[config.mk]
export PLATFORM = sky130hd
export DESIGN_NAME = fpadd_issue_arbiter_flat
export DESIGN_NICKNAME = d
export VERILOG_FILES = /design/src/rtl/fpadd_issue_arbiter_if.sv /design/src/rtl/fpadd_issue_arbiter.sv /design/src/flat_wrapper.sv
export SDC_FILE = /design/constraint.sdc
export NUM_CORES = 1
export LEC_CHECK = 0
export CORE_AREA = 2 2 215 217
export DETAILED_ROUTE_END_ITERATION = 6
export DIE_AREA = 0 0 217 219
export PLACE_DENSITY = 0.58
export SLEW_MARGIN = 40
export SYNTH_ARGS = -nofsm -noshare
export SYNTH_HDL_FRONTEND = slang
export SYNTH_SLANG_ARGS = --single-unit
[constraint.sdc]
create_clock -name clk -period 20.4 [get_ports clk]
set_clock_uncertainty 0.1 [all_clocks]
set_input_delay 3.06 -clock clk [delete_from_list [all_inputs] [get_ports clk]]
set_output_delay 3.06 -clock clk [all_outputs]
set_load 0.1 [all_outputs]
[src/rtl/fpadd_issue_arbiter_if.sv]
// Request, datapath and response bundle between the two issuing front-ends,
// the issue arbiter and the shared fpadd datapath.
interface fpadd_issue_arbiter_if;
    logic        en;
    logic [1:0]  req_valid;
    logic [1:0]  req_ready;
    logic [63:0] req0_op1;
    logic [63:0] req0_op2;
    logic [2:0]  req0_op_type;
    logic [1:0]  req0_P;
    logic [63:0] req1_op1;
    logic [63:0] req1_op2;
    logic [2:0]  req1_op_type;
    logic [1:0]  req1_P;
    logic        dp_valid;
    logic [63:0] dp_op1;
    logic [63:0] dp_op2;
    logic [2:0]  dp_op_type;
    logic [1:0]  dp_P;
    logic [63:0] dp_result;
    logic [1:0]  rsp_valid;
    logic [63:0] rsp_result;
    logic        rsp_err;
    logic [3:0]  inflight;
    logic        idle;
    logic [15:0] issue_cnt;

    modport master (
        input  en, req_valid,
        input  req0_op1, req0_op2, req0_op_type, req0_P,
        input  req1_op1, req1_op2, req1_op_type, req1_P,
        input  dp_result,
        output req_ready,
        output dp_valid, dp_op1, dp_op2, dp_op_type, dp_P,
        output rsp_valid, rsp_result, rsp_err,
        output inflight, idle, issue_cnt
    );

    modport slave (
        output en, req_valid,
        output req0_op1, req0_op2, req0_op_type, req0_P,
        output req1_op1, req1_op2, req1_op_type, req1_P,
        output dp_result,
        input  req_ready,
        input  dp_valid, dp_op1, dp_op2, dp_op_type, dp_P,
        input  rsp_valid, rsp_result, rsp_err,
        input  inflight, idle, issue_cnt
    );
endinterface

[src/rtl/fpadd_issue_arbiter.sv]
// Round-robin issue of two requesters onto one fixed-latency fpadd datapath,
// with a tag pipe that routes each returning result back to its owner.
module fpadd_issue_arbiter #(
    parameter int LAT = 3
) (
    input  logic                 clk,
    input  logic                 reset,
    fpadd_issue_arbiter_if.master bus
);
    localparam logic [63:0] QNAN = 64'h7FF8_0000_0000_0000;

    typedef struct packed {
        logic vld;
        logic id;
        logic err;
    } tag_t;

    function automatic logic [63:0] resp_value(input logic err, input logic [63:0] r);
        return err ? QNAN : r;
    endfunction

    logic [1:0]  grant;
    logic        accept;
    logic        win_id;
    logic        last;
    logic [63:0] sel_op1;
    logic [63:0] sel_op2;
    logic [2:0]  sel_op_type;
    logic [1:0]  sel_P;
    tag_t        tag_p0;
    tag_t        tag_pipe [LAT];
    tag_t        tag_out;

    always_comb begin
        grant = 2'b00;
        if (bus.en) begin
            unique case (bus.req_valid)
                2'b01:   grant = 2'b01;
                2'b10:   grant = 2'b10;
                2'b11:   grant = last ? 2'b01 : 2'b10;
                default: grant = 2'b00;
            endcase
        end
    end

    assign accept      = |grant;
    assign win_id      = grant[1];
    assign sel_op1     = win_id ? bus.req1_op1     : bus.req0_op1;
    assign sel_op2     = win_id ? bus.req1_op2     : bus.req0_op2;
    assign sel_op_type = win_id ? bus.req1_op_type : bus.req0_op_type;
    assign sel_P       = win_id ? bus.req1_P       : bus.req0_P;
    assign bus.req_ready = grant;
    assign bus.idle      = (bus.inflight == 4'd0);
    assign tag_out       = tag_pipe[LAT-1];

    // Stage p0: winning bundle onto the datapath inputs, owner tag alongside dp_valid
    always_ff @(posedge clk or posedge reset) begin
        if (reset) begin
            bus.dp_valid   <= 1'b0;
            bus.dp_op1     <= '0;
            bus.dp_op2     <= '0;
            bus.dp_op_type <= '0;
            bus.dp_P       <= '0;
            tag_p0         <= '0;
            last           <= 1'b1;
            bus.issue_cnt  <= '0;
        end else begin
            bus.dp_valid <= accept;
            tag_p0       <= '{vld: accept, id: win_id, err: (sel_P == 2'b11)};
            if (accept) begin
                bus.dp_op1     <= sel_op1;
                bus.dp_op2     <= sel_op2;
                bus.dp_op_type <= sel_op_type;
                bus.dp_P       <= sel_P;
                last           <= win_id;
                bus.issue_cnt  <= bus.issue_cnt + 16'd1;
            end
        end
    end

    // Tag delay: tag_pipe[LAT-1] lines up with the cycle dp_result is valid
    always_ff @(posedge clk or posedge reset) begin
        if (reset) begin
            for (int k = 0; k < LAT; k++) tag_pipe[k] <= '0;
        end else begin
            tag_pipe[0] <= tag_p0;
            for (int k = 1; k < LAT; k++) tag_pipe[k] <= tag_pipe[k-1];
        end
    end

    // Response stage: one-cycle pulse to the owner; result/err hold between pulses
    always_ff @(posedge clk or posedge reset) begin
        if (reset) begin
            bus.rsp_valid  <= 2'b00;
            bus.rsp_result <= '0;
            bus.rsp_err    <= 1'b0;
        end else begin
            bus.rsp_valid <= 2'b00;
            if (tag_out.vld) begin
                bus.rsp_valid[tag_out.id] <= 1'b1;
                bus.rsp_result            <= resp_value(tag_out.err, bus.dp_result);
                bus.rsp_err               <= tag_out.err;
            end
        end
    end

    always_ff @(posedge clk or posedge reset) begin
        if (reset) begin
            bus.inflight <= 4'd0;
        end else if (accept && !(|bus.rsp_valid)) begin
            bus.inflight <= bus.inflight + 4'd1;
        end else if (!accept && (|bus.rsp_valid)) begin
            bus.inflight <= bus.inflight - 4'd1;
        end
    end
endmodule

[src/flat_wrapper.sv]
// flat-port wrapper written by rule: the top's interface ports become plain ports
module fpadd_issue_arbiter_flat 
#(
    parameter int LAT = 3
)
  (clk, reset, bus_en, bus_req_valid, bus_req0_op1, bus_req0_op2, bus_req0_op_type, bus_req0_P, bus_req1_op1, bus_req1_op2, bus_req1_op_type, bus_req1_P, bus_dp_result, bus_req_ready, bus_dp_valid, bus_dp_op1, bus_dp_op2, bus_dp_op_type, bus_dp_P, bus_rsp_valid, bus_rsp_result, bus_rsp_err, bus_inflight, bus_idle, bus_issue_cnt);
  fpadd_issue_arbiter_if bus_i ();
  input  logic clk;
  input  logic reset;
  input wire logic [$bits(bus_i.en)-1:0] bus_en;
  input wire logic [$bits(bus_i.req_valid)-1:0] bus_req_valid;
  input wire logic [$bits(bus_i.req0_op1)-1:0] bus_req0_op1;
  input wire logic [$bits(bus_i.req0_op2)-1:0] bus_req0_op2;
  input wire logic [$bits(bus_i.req0_op_type)-1:0] bus_req0_op_type;
  input wire logic [$bits(bus_i.req0_P)-1:0] bus_req0_P;
  input wire logic [$bits(bus_i.req1_op1)-1:0] bus_req1_op1;
  input wire logic [$bits(bus_i.req1_op2)-1:0] bus_req1_op2;
  input wire logic [$bits(bus_i.req1_op_type)-1:0] bus_req1_op_type;
  input wire logic [$bits(bus_i.req1_P)-1:0] bus_req1_P;
  input wire logic [$bits(bus_i.dp_result)-1:0] bus_dp_result;
  output wire logic [$bits(bus_i.req_ready)-1:0] bus_req_ready;
  output wire logic [$bits(bus_i.dp_valid)-1:0] bus_dp_valid;
  output wire logic [$bits(bus_i.dp_op1)-1:0] bus_dp_op1;
  output wire logic [$bits(bus_i.dp_op2)-1:0] bus_dp_op2;
  output wire logic [$bits(bus_i.dp_op_type)-1:0] bus_dp_op_type;
  output wire logic [$bits(bus_i.dp_P)-1:0] bus_dp_P;
  output wire logic [$bits(bus_i.rsp_valid)-1:0] bus_rsp_valid;
  output wire logic [$bits(bus_i.rsp_result)-1:0] bus_rsp_result;
  output wire logic [$bits(bus_i.rsp_err)-1:0] bus_rsp_err;
  output wire logic [$bits(bus_i.inflight)-1:0] bus_inflight;
  output wire logic [$bits(bus_i.idle)-1:0] bus_idle;
  output wire logic [$bits(bus_i.issue_cnt)-1:0] bus_issue_cnt;
  assign bus_i.en = bus_en;
  assign bus_i.req_valid = bus_req_valid;
  assign bus_i.req0_op1 = bus_req0_op1;
  assign bus_i.req0_op2 = bus_req0_op2;
  assign bus_i.req0_op_type = bus_req0_op_type;
  assign bus_i.req0_P = bus_req0_P;
  assign bus_i.req1_op1 = bus_req1_op1;
  assign bus_i.req1_op2 = bus_req1_op2;
  assign bus_i.req1_op_type = bus_req1_op_type;
  assign bus_i.req1_P = bus_req1_P;
  assign bus_i.dp_result = bus_dp_result;
  assign bus_req_ready = bus_i.req_ready;
  assign bus_dp_valid = bus_i.dp_valid;
  assign bus_dp_op1 = bus_i.dp_op1;
  assign bus_dp_op2 = bus_i.dp_op2;
  assign bus_dp_op_type = bus_i.dp_op_type;
  assign bus_dp_P = bus_i.dp_P;
  assign bus_rsp_valid = bus_i.rsp_valid;
  assign bus_rsp_result = bus_i.rsp_result;
  assign bus_rsp_err = bus_i.rsp_err;
  assign bus_inflight = bus_i.inflight;
  assign bus_idle = bus_i.idle;
  assign bus_issue_cnt = bus_i.issue_cnt;
  fpadd_issue_arbiter #(.LAT(LAT)) u_core (.clk(clk), .reset(reset), .bus(bus_i));
endmodule
**Ports around the boundary**

Scale: 1 px per um. Pins as bars across the die edge, other pins in gray.
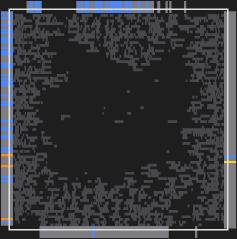
Key: yellow = bus_dp_valid [pins 1, direction output, edge east]; orange = bus_req0_op_type [pins 3, direction input, edge west]; blue = bus_req1_op2 [pins 64, direction input, edge 33 west, 29 north, 1 east, 1 south]
Die W: 217 um
Port Buffers: 558

**Track usage over the die**

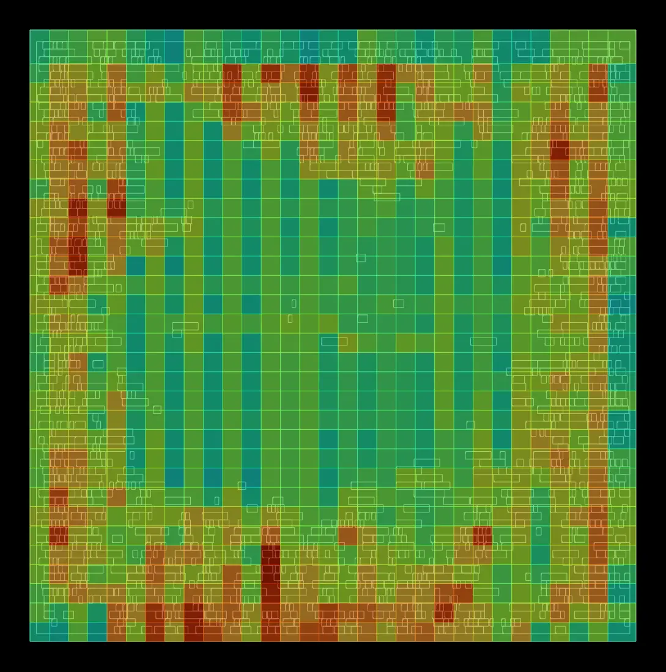
drt wl/cell: 17.11 um
M1 GR Usage: 0.1773

==> impl_metrics.csv <==
group,metric,value,unit
critical_path,crit_fanout,43,
route,routed_via_density,4.279,
sta,finalHoldViolCount,0,
sta,finalMaxSlewViolations,0,
logic_synthesis,flop_cell,"dfrtp_1",
finish,drive_above_1_share,0.1826,
pwr,finalPower,0.001875,W
grt,grt_max_degree,123,
finish,n_antenna_cell,0,
clock_network,clkTransAtPathRegs,0.06,ns
logic_synthesis,syn_area_per_cell,9.297,um2
logic_synthesis,ys_cells,1029,
pwr,powerDensity,120.6,nW/um2
die,core-area,45090,um2
outcome,status,"finished clean",
logic_synthesis,simple_gate_area_frac,0.1817,
placement,dp_hpwl,27750,um
sta,grt_setup_unrepaired,"no",
clock_network,cts_resized,0,
critical_path,slowest_delay,0.63,ns
logic_synthesis,top_cell_area_share,0.6069,
grt,grt_overflow_total,0,
sta,worst_hold_slack,0.2356,ns
sta,slew_headroom,0.4913,
grt,track_usage,0.1509,
logic_synthesis,edf_count,0,
clock_network,cts_tree,"built",
critical_path,startpoint_type,"input pin",
grt,grt_pass1_wl,56210,um
logic_synthesis,ys_sh_aoi,0.1313,
clock_network,htree_levels,1,
logic_synthesis,synth.distinct_cells,39,
die,fp-utilization,0.2122,
critical_path,slowest_stage,"clkdlybuf4s50_1",
sta,fmax,117.0,MHz
logic_synthesis,ys_seq_share,0.6096,
logic_synthesis,largest_area_cell,"dfrtp_1",
clock_network,post_cts_buffers,0,
logic_synthesis,synthesis.nets,1369,
==> worst paths after layout <==
| kind | end | slack [ns] |
|---|---|---|
| min in group asynchronous | u_core.bus.issue_cnt[15] | 2.92 |
| min reg2reg | u_core.tag_out[1] | 0.24 |
| min | u_core.tag_out[1] | 0.24 |
| max | bus_req_ready[1] | 11.86 |
| max reg2reg | u_core.bus.dp_op2[24] | 17.56 |
| max in group asynchronous | u_core.bus.dp_op1[63] | 16.14 |
==> cell usage after synthesis (all sizes together) (3+ instances only) <==
| library cell | instances |
|---|---|
| dfrtp | 232 |
| nand2 | 219 |
| nor2 | 195 |
| a31oi | 78 |
| inv | 58 |
| o22ai | 56 |
| o21ai | 55 |
| clkbuf | 38 |
| buf | 28 |
| o22a | 12 |
| xnor2 | 11 |
| nand3 | 8 |
| xor2 | 6 |
| ha | 4 |
| nand4 | 4 |
| nor3 | 3 |
==> cells by family after synthesis <==
kind of cell | after synthesis
AND/OR/NAND/NOR | 441
flip-flops | 233
AND-OR/OR-AND | 206
buffers and inverters | 124
XOR/XNOR | 17
adder cells (fa/ha/maj) | 5
multiplexers | 3
==> sequential cells by signal, indices dropped and copies added (netlist names), 2 cells and up <==
name                   flops
u_core.bus.dp_P            2
u_core.bus.dp_op1         64
u_core.bus.dp_op2         64
u_core.bus.dp_op_type      3
u_core.bus.inflight        4
u_core.bus.issue_cnt      16
u_core.bus.rsp_result     64
u_core.bus.rsp_valid       2
u_core.tag_out             3
u_core.tag_p0              2
u_core.tag_pipe            6
==> area by class of cell <==
type	count	area (um2)
clock inverters	9	81.33
flip-flops and latches	233	5832
well taps	600	750.7
repair buffers	567	4556
inverters	58	236.5
fillers	4708	29530
clock buffers	44	832.0
multi-input cells	672	3266
==> routing by layer <==
| metal | up-vias | global-route usage | share of wire |
|---|---|---|---|
| met5 | - | 0 | 0 |
| met3 | 59 | 0.05766 | 0.10 |
| met4 | 0 | 0.04703 | 0.032 |
| met1 | 4364 | 0.1773 | 0.40 |
| li1 | 4487 | - | - |
| met2 | 431 | 0.2541 | 0.47 |
==> where the power goes <==
group / switching [W] / internal, W / leakage [nW]
registers: 0.0000480 / 0.000531 / 2.72
clock network: 0.000204 / 0.000293 / 0.452
logic: 0.000643 / 0.000155 / 3.73
total: 0.000896 / 0.000980 / 6.90
==> critical path, delay by kind of cell <==
kind                   cells  cell delay [ns]
buffers and inverters      3             1.79
and+or+nand+nor            1             0.49
==> cell usage in the layout (no fill, tap or decap), types with 2 or more instances in the layout <==
master / n
clkbuf_1: 10
clkbuf_8: 5
nand4_1: 3
mux2_2: 2
clkinv_2: 6
dfrtp_1: 232
nand2b_1: 2
and4_1: 2
a21oi_1: 2
buf_4: 10
o22a_1: 12
nand2_1: 219
nand3_1: 6
xor2_1: 6
inv_1: 55
o21ai_0: 54
nor2_1: 195
clkbuf_16: 29
inv_6: 3
buf_2: 221
xnor2_1: 11
clkdlybuf4s50_1: 334
o22ai_1: 56
ha_1: 4
a31oi_1: 78
nor3_1: 3
==> through the flow <==
stage	setup slack [ns]	std cells
after floorplan	10.85	1029
after global placement	11.15	2130
after detailed placement	11.83	2130
after CTS	11.81	2183
after global routing	11.69	2183
final	11.86	2183
Power is estimated from default activity; no workload was simulated.
